File: config.mk
export PLATFORM = sky130hd
export DESIGN_NAME = demux8_deser
export DESIGN_NICKNAME = d
export VERILOG_FILES = /design/src/rtl/demux8_deser.sv
export SDC_FILE = /design/constraint.sdc
export NUM_CORES = 1
export LEC_CHECK = 0
export ABC_AREA = 1
export ABC_CLOCK_PERIOD_IN_PS = 3800
export CORE_UTILIZATION = 55
export CTS_CLUSTER_SIZE = 16
export DETAILED_ROUTE_END_ITERATION = 16
export PLACE_DENSITY = 0.76
export SLEW_MARGIN = 10
export SYNTH_ARGS = -nofsm -noshare
export SYNTH_HDL_FRONTEND = slang
export SYNTH_SLANG_ARGS = --single-unit
File: constraint.sdc
create_clock -name clk -period 3.8 [get_ports clk]
set_input_delay 0.76 -clock clk [delete_from_list [all_inputs] [get_ports clk]]
set_output_delay 0.76 -clock clk [all_outputs]
set_load 0.005 [all_outputs]
File: src/rtl/demux8_deser.sv
// Serial 1:8 deserializer: per-channel shift/count, one-deep word buffer, round-robin drain to a registered output.
// Final bit -> buffer next cycle -> output the cycle after; only a final bit into a full, non-draining buffer stalls.
module demux8_deser #(
  parameter int WIDTH = 8
) (
  input  logic             clk,
  input  logic             rst_n,
  input  logic             in_valid,
  input  logic             in_data,
  input  logic [2:0]       in_sel,
  output logic             in_ready,
  output logic             out_valid,
  output logic [2:0]       out_ch,
  output logic [WIDTH-1:0] out_data,
  input  logic             out_ready,
  output logic [7:0]       ch_busy
);

  localparam int CW = (WIDTH > 2) ? $clog2(WIDTH) : 1;
  localparam logic [CW-1:0] LAST = CW'(WIDTH - 1);

  // The MSB of the shift register is never observed, so only WIDTH-1 bits are kept.
  logic [WIDTH-2:0] r_sr     [8];
  logic [CW-1:0]    r_cnt    [8];
  logic [WIDTH-1:0] r_hold   [8];
  logic [7:0]       r_hold_v;

  logic             r_out_valid;
  logic [2:0]       r_out_ch;
  logic [WIDTH-1:0] r_out_data;
  logic [2:0]       r_rr_ptr;

  logic [2:0]       w_grant;
  logic             w_found;
  logic             w_load;
  logic             w_final;
  logic             w_accept;
  logic [WIDTH-1:0] w_word;

  always_comb begin
    w_grant = r_rr_ptr;
    w_found = 1'b0;
    for (int i = 0; i < 8; i++) begin
      if (!w_found && r_hold_v[r_rr_ptr + 3'(i)]) begin
        w_grant = r_rr_ptr + 3'(i);
        w_found = 1'b1;
      end
    end
  end

  assign w_load   = (!r_out_valid || out_ready) && (|r_hold_v);
  assign w_final  = (r_cnt[in_sel] == LAST);
  assign w_word   = {r_sr[in_sel], in_data};
  // A buffer being drained this cycle can take the new word in the same edge.
  assign in_ready = !(w_final && r_hold_v[in_sel] && !(w_load && (w_grant == in_sel)));
  assign w_accept = in_valid && in_ready;

  always_ff @(posedge clk or negedge rst_n) begin
    if (!rst_n) begin
      for (int c = 0; c < 8; c++) begin
        r_sr[c]   <= '0;
        r_cnt[c]  <= '0;
        r_hold[c] <= '0;
      end
      r_hold_v <= '0;
    end else begin
      if (w_load) begin
        r_hold_v[w_grant] <= 1'b0;
      end
      // Later assignment wins, so a simultaneous refill keeps the buffer valid.
      if (w_accept) begin
        r_sr[in_sel] <= w_word[WIDTH-2:0];
        if (w_final) begin
          r_cnt[in_sel]    <= '0;
          r_hold[in_sel]   <= w_word;
          r_hold_v[in_sel] <= 1'b1;
        end else begin
          r_cnt[in_sel] <= r_cnt[in_sel] + CW'(1);
        end
      end
    end
  end

  always_ff @(posedge clk or negedge rst_n) begin
    if (!rst_n) begin
      r_out_valid <= 1'b0;
      r_out_ch    <= '0;
      r_out_data  <= '0;
      r_rr_ptr    <= '0;
    end else if (w_load) begin
      r_out_valid <= 1'b1;
      r_out_ch    <= w_grant;
      r_out_data  <= r_hold[w_grant];
      r_rr_ptr    <= w_grant + 3'd1;
    end else if (r_out_valid && out_ready) begin
      r_out_valid <= 1'b0;
    end
  end

  always_comb begin
    ch_busy = '0;
    for (int c = 0; c < 8; c++) begin
      ch_busy[c] = (r_cnt[c] != '0) | r_hold_v[c];
    end
  end

  assign out_valid = r_out_valid;
  assign out_ch    = r_out_ch;
  assign out_data  = r_out_data;

endmodule
==> flow_metrics.env <==
# flow metrics
export IMPL_drtPass1Iterations=7
export IMPL_top_area_cell="dfrtp_1"
export IMPL_powerDensity_nw_per_um2=740
export IMPL_tightest_slew_ps=1010
export IMPL_crit_buf_inv=3
export IMPL_dieHeight_um=131
export IMPL_nets=1335
export IMPL_tapCellCount=216
export IMPL_seq_area_share_pct=37.7
export IMPL_fp_util_pct=56.9
export IMPL_grt_use_met2_pct=51.2
export IMPL_route_met2_wl_mm=12.5
export IMPL_arrival_ps=2870
export IMPL_startpoint="r_rr_ptr[0]"
export IMPL_max_cap_violations=0
export IMPL_worstSetupPathType="flop to output pin"
export IMPL_path_cells="buf_6 > ha_2 > xor2_2 > nand2_1 > nand2_2 > nand2_2 > nor2_4 > nand3_4 > nor2_8 > nand3_4 > nand2_1 > inv_1 > nand2_1 > nand3_1 > nand2_2 > nand4_4 > nand2_4 > buf_6"
export IMPL_num_rows=46
export IMPL_nNonClkInverters=73
export IMPL_hold_viol_final=0
export IMPL_ys_types=43
export IMPL_log_warning_count=27
export IMPL_power_leader="combinational cells"
export IMPL_ctsHtreeMaxLevel=4
export IMPL_final_core_util_pct=69.0
export IMPL_synthCells=1227
export IMPL_largestClassByArea="combinational gates"
export IMPL_crit_family="simple AND/OR/NAND/NOR gates"
export IMPL_setup_ws_ps=171
export IMPL_routabilityCongestion=0.927
export IMPL_endpoint_kind="output pin"
export IMPL_cts_root_buffer="clkbuf_16"
export IMPL_status="complete, no violations"
export IMPL_cp_max_fo=13
export IMPL_chipArea_um2=17100
export IMPL_clockBufferDepth=2
export IMPL_hold_path_class="input pin to asynchronous set/reset pin"
**Routed clock nets over the placement**

Scale bar: 50 um.
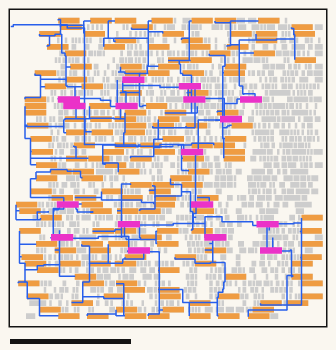
[clock drivers] magenta | count: 17
[flip-flops] orange | count: 167
[clock wires] blue | length: 2030 um
routed clock nets	18
flops lie	all over the die
worst clock skew: 17.1 ps
clk latency late pin: 440 ps
Clock net power: 1700 uW
clock network power share: 20.7%

**Sizing map**

Scale bar: 50 um.
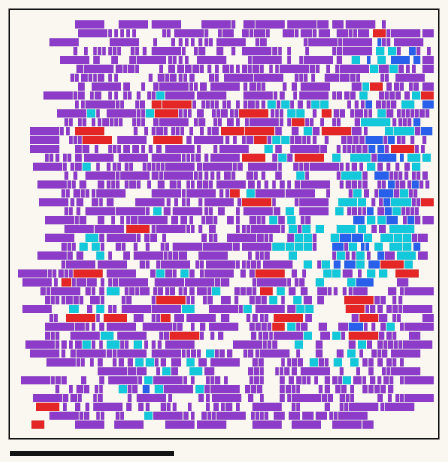
size	color	cells
_0 and _1 cells	purple	1126
_6 and larger	red	42
_3 and _4 cells	cyan	129
_2 cells	blue	38
Signal buffers: 143
Layout area overhead: 21.3%
post-route cell area: 11100 um^2

**Layout detail**

Region (83, 18) to (113, 48) um. Cells in gray, sequential cells in the stronger gray; small squares are vias.
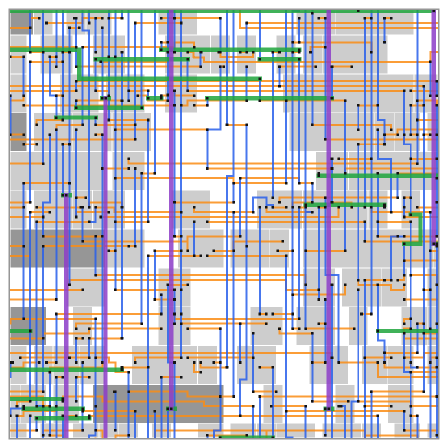
layer	color
metal 1	orange
metal 2	blue
metal 4	purple
metal 3	green
netlist names of flops here include	`r_cnt` (2)
most frequent	buf_4 (14), inv_1 (11), nand3_1 (10)
cells with their middle in the window	74
sequential cells in the window	2

Power is estimated from default activity; no workload was simulated.
